**src/rtl/counter_ctrl_pkg.sv**
```systemverilog
// Shared definitions for the counter sequencer: state encodings, widths and
// small helpers used by the FSM.
package counter_ctrl_pkg;

    localparam int unsigned CNT_W  = 32;
    localparam int unsigned HOLD_W = 8;
    localparam int unsigned STATE_W = 3;

    typedef enum logic [STATE_W-1:0] {
        ST_WAIT_LOCK = 3'd0,
        ST_HOLD      = 3'd1,
        ST_ARMED     = 3'd2,
        ST_RUN       = 3'd3,
        ST_PAUSED    = 3'd4,
        ST_DONE      = 3'd5
    } ctrl_state_t;

    // Recovery target for the unused codes 6/7.
    localparam ctrl_state_t ST_ILLEGAL_DEFAULT = ST_WAIT_LOCK;

    // The counter is held in reset while waiting for lock and during the hold window.
    function automatic logic holds_counter(input ctrl_state_t s);
        return (s == ST_WAIT_LOCK) || (s == ST_HOLD);
    endfunction

    function automatic logic counts(input ctrl_state_t s);
        return (s == ST_RUN);
    endfunction

endpackage

```
**src/rtl/counter_ctrl_sync.sv**
```systemverilog
// Multi-stage synchroniser for a single asynchronous level (LOCKED), with a
// synchronous clear of the whole chain.
module sync_ff #(
    parameter int unsigned STAGES = 2
) (
    input  logic i_clk,
    input  logic i_rst,
    input  logic i_d,
    output logic o_q
);

    logic [STAGES-1:0] r_chain;

    always_ff @(posedge i_clk) begin
        if (i_rst) begin
            r_chain <= '0;
        end else begin
            r_chain <= {r_chain[STAGES-2:0], i_d};
        end
    end

    assign o_q = r_chain[STAGES-1];

endmodule

```
**src/rtl/counter_ctrl.sv**
```systemverilog
// Sequencer for the external 32-bit counter: waits for clock lock, holds the
// counter in reset, then gates CE on commands and stops exactly at LIMIT.
module counter_ctrl #(
    parameter int unsigned RST_CYCLES  = 20,
    parameter int unsigned SYNC_STAGES = 2
) (
    input  logic        CLK,
    input  logic        R,
    input  logic        LOCKED,
    input  logic        START,
    input  logic        STOP,
    input  logic        CLEAR,
    input  logic [31:0] LIMIT,
    input  logic [31:0] Q,
    output logic        CNT_R,
    output logic        CNT_CE,
    output logic        BUSY,
    output logic        DONE,
    output logic [2:0]  STATE
);

    import counter_ctrl_pkg::*;

    localparam logic [HOLD_W-1:0] HOLD_LOAD = HOLD_W'(RST_CYCLES - 1);

    ctrl_state_t       r_state;
    ctrl_state_t       w_next;
    logic [HOLD_W-1:0] r_hold;
    logic [HOLD_W-1:0] w_hold_next;
    logic [CNT_W-1:0]  r_lim;
    logic              r_cnt_r;
    logic              r_cnt_ce;
    logic              w_lk;
    logic              w_term;
    logic              w_load_lim;

    sync_ff #(
        .STAGES(SYNC_STAGES)
    ) u_lock_sync (
        .i_clk(CLK),
        .i_rst(R),
        .i_d  (LOCKED),
        .o_q  (w_lk)
    );

    // Q is one cycle behind CE, so seeing lim-1 with CE still high means the
    // edge that drops CE is the same edge that lands Q on lim.
    assign w_term = (r_lim != '0) && (Q == (r_lim - 32'd1)) && r_cnt_ce;

    always_comb begin
        w_next      = r_state;
        w_hold_next = r_hold;
        w_load_lim  = 1'b0;
        case (r_state)
            ST_WAIT_LOCK: begin
                if (w_lk) begin
                    w_next      = ST_HOLD;
                    w_hold_next = HOLD_LOAD;
                end
            end
            ST_HOLD: begin
                if (!w_lk) begin
                    w_next = ST_WAIT_LOCK;
                end else if (r_hold == '0) begin
                    w_next = ST_ARMED;
                end else begin
                    w_hold_next = r_hold - 1'b1;
                end
            end
            ST_ARMED: begin
                if (!w_lk) begin
                    w_next = ST_WAIT_LOCK;
                end else if (CLEAR) begin
                    w_next      = ST_HOLD;
                    w_hold_next = HOLD_LOAD;
                end else if (START && !STOP) begin
                    w_next     = ST_RUN;
                    w_load_lim = 1'b1;
                end
            end
            ST_RUN: begin
                if (!w_lk) begin
                    w_next = ST_WAIT_LOCK;
                end else if (CLEAR) begin
                    w_next      = ST_HOLD;
                    w_hold_next = HOLD_LOAD;
                end else if (w_term) begin
                    w_next = ST_DONE;
                end else if (STOP) begin
                    w_next = ST_PAUSED;
                end
            end
            ST_PAUSED: begin
                if (!w_lk) begin
                    w_next = ST_WAIT_LOCK;
                end else if (CLEAR) begin
                    w_next      = ST_HOLD;
                    w_hold_next = HOLD_LOAD;
                end else if (START && !STOP) begin
                    w_next = ST_RUN;
                end
            end
            ST_DONE: begin
                if (!w_lk) begin
                    w_next = ST_WAIT_LOCK;
                end else if (CLEAR) begin
                    w_next      = ST_HOLD;
                    w_hold_next = HOLD_LOAD;
                end
            end
            default: begin
                w_next = ST_ILLEGAL_DEFAULT;
            end
        endcase
    end

    // R and CE follow the next state so they change on the same edge as STATE.
    always_ff @(posedge CLK) begin
        if (R) begin
            r_state  <= ST_WAIT_LOCK;
            r_hold   <= '0;
            r_lim    <= '0;
            r_cnt_r  <= 1'b1;
            r_cnt_ce <= 1'b0;
        end else begin
            r_state  <= w_next;
            r_hold   <= w_hold_next;
            r_cnt_r  <= holds_counter(w_next);
            r_cnt_ce <= counts(w_next);
            if (w_load_lim) begin
                r_lim <= LIMIT;
            end
        end
    end

    assign CNT_R  = r_cnt_r;
    assign CNT_CE = r_cnt_ce;
    assign BUSY   = (r_state == ST_RUN);
    assign DONE   = (r_state == ST_DONE);
    assign STATE  = r_state;

endmodule

```
**config.mk**
```make
export PLATFORM = sky130hd
export DESIGN_NAME = counter_ctrl
export DESIGN_NICKNAME = d
export VERILOG_FILES = /design/src/rtl/counter_ctrl_pkg.sv /design/src/rtl/counter_ctrl_sync.sv /design/src/rtl/counter_ctrl.sv
export SDC_FILE = /design/constraint.sdc
export NUM_CORES = 1
export LEC_CHECK = 0
export ABC_CLOCK_PERIOD_IN_PS = 2900
export CORE_MARGIN = 4
export CORE_UTILIZATION = 45
export CTS_BUF_LIST = sky130_fd_sc_hd__clkbuf_8 sky130_fd_sc_hd__clkbuf_16
export DETAILED_ROUTE_END_ITERATION = 6
export PLACE_DENSITY_LB_ADDON = 0.12
export SYNTH_ARGS = -nofsm -noshare
export SYNTH_HDL_FRONTEND = slang
export SYNTH_HIERARCHICAL = 1
export SYNTH_SLANG_ARGS = --single-unit
```
**constraint.sdc**
```tcl
create_clock -name CLK -period 2.9 [get_ports CLK]
set_clock_uncertainty 0.05 [all_clocks]
set_input_delay 0.87 -clock CLK [delete_from_list [all_inputs] [get_ports CLK]]
set_output_delay 0.87 -clock CLK [all_outputs]
set_load 0.02 [all_outputs]
```
### Drive-strength map

The bar under the picture is 20 um long.
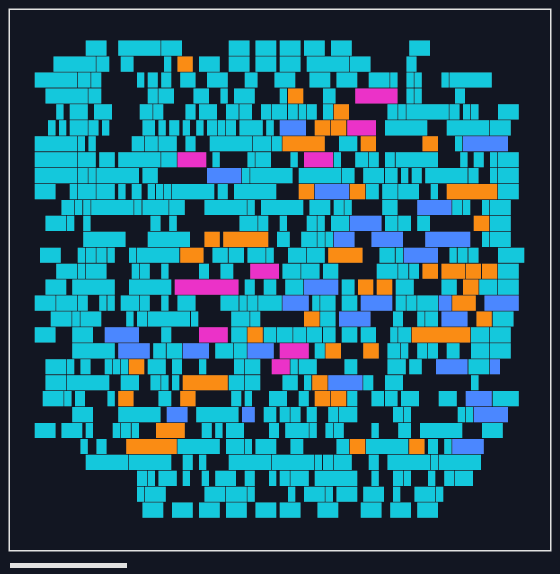
- x2: blue (cells 29; share 5.6%)
- x1 and smaller: cyan (cells 441; share 85%; most used nand2_1)
- x6 and larger: magenta (cells 9; share 1.7%; most used clkbuf_8)
- x3 and x4: orange (cells 41; share 7.9%; most used buf_4)
Layout Area Growth over Synthesis: 41.7%
setup ws final: 102 ps
Post-Layout Inst Area: 4520 um^2
Non-clk bufs: 107

==> Slide: Implementation Results <==
Synthesis and Place & Route Summary

Run status
  – Status: finished, final reports clean

Clocking
  – CTS tree: built
  – H-tree levels: 2
  – Clk Latency, worst-skew pair: around 300 ps

Final layout
  – Reg with most FFs: r_lim
  – Register area: 947 um^2
  – Largest cell class by area: combinational gates
  – Most numerous logic cells after layout: nand2_1 (82), clkdlybuf4s50_1 (73), a21oi_1 (45)
  – Logic share of the area: 0.509
  – # diodes: 0
  – Logic inverters: 7
  – # clk buffers: 6

Timing
  – Slew headroom: 0.669
  – Slew Viols, Final: 0
  – Post-layout min period: ~2800 ps

Pwr
  – PnR Total Power: ~1400 uW
  – Worst IR Drop VDD: approximately 0.30 mV
  – Comb power: about 240 uW
  – Clock power share: 0.367
  – P_sw: ~340 uW

Setup path
  – CP dominant cell by count: or4_4
  – Worst Path Arrival: roughly 3000 ps
  – CP bufs+invs: 0

Place
  – Place WS: -373 ps
  – Total placed cells including tap cells: about 600

Floorplan
  – # IOs: slightly below 80
  – Core Area: slightly below 7000 um^2

Synth
  – Simple share: 0.349
  – Count leader, synth: nand2_1
  – Number of enable flip-flop cells: 0

Routing
  – Vias: roughly 3,400
  – Vias per cell: around 5.5
  – DRC Markers: 0

Global routing
  – Routing usage on met2: 0.345
  – Met3 Usage GRT: 0.0492
  – GR Util met1: 0.291

Job
  – Max Cap Viol: 0
### Routed metal, one color a layer

The bar under the picture is 20 um long.
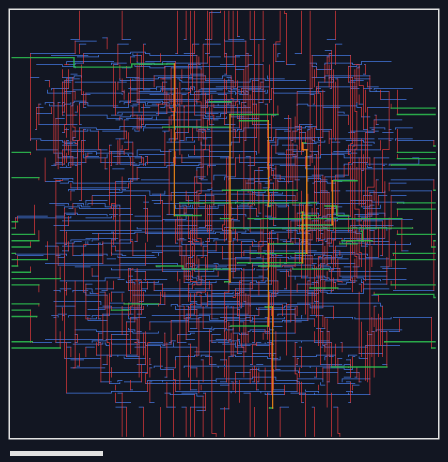
- M2: red (wire length 4,170 um)
- M4: orange (wire length 172 um)
- M1: blue (wire length 4,290 um)
- M3: green (wire length 543 um)

Power figures rest on the tool's default switching activity, not on a simulated workload.
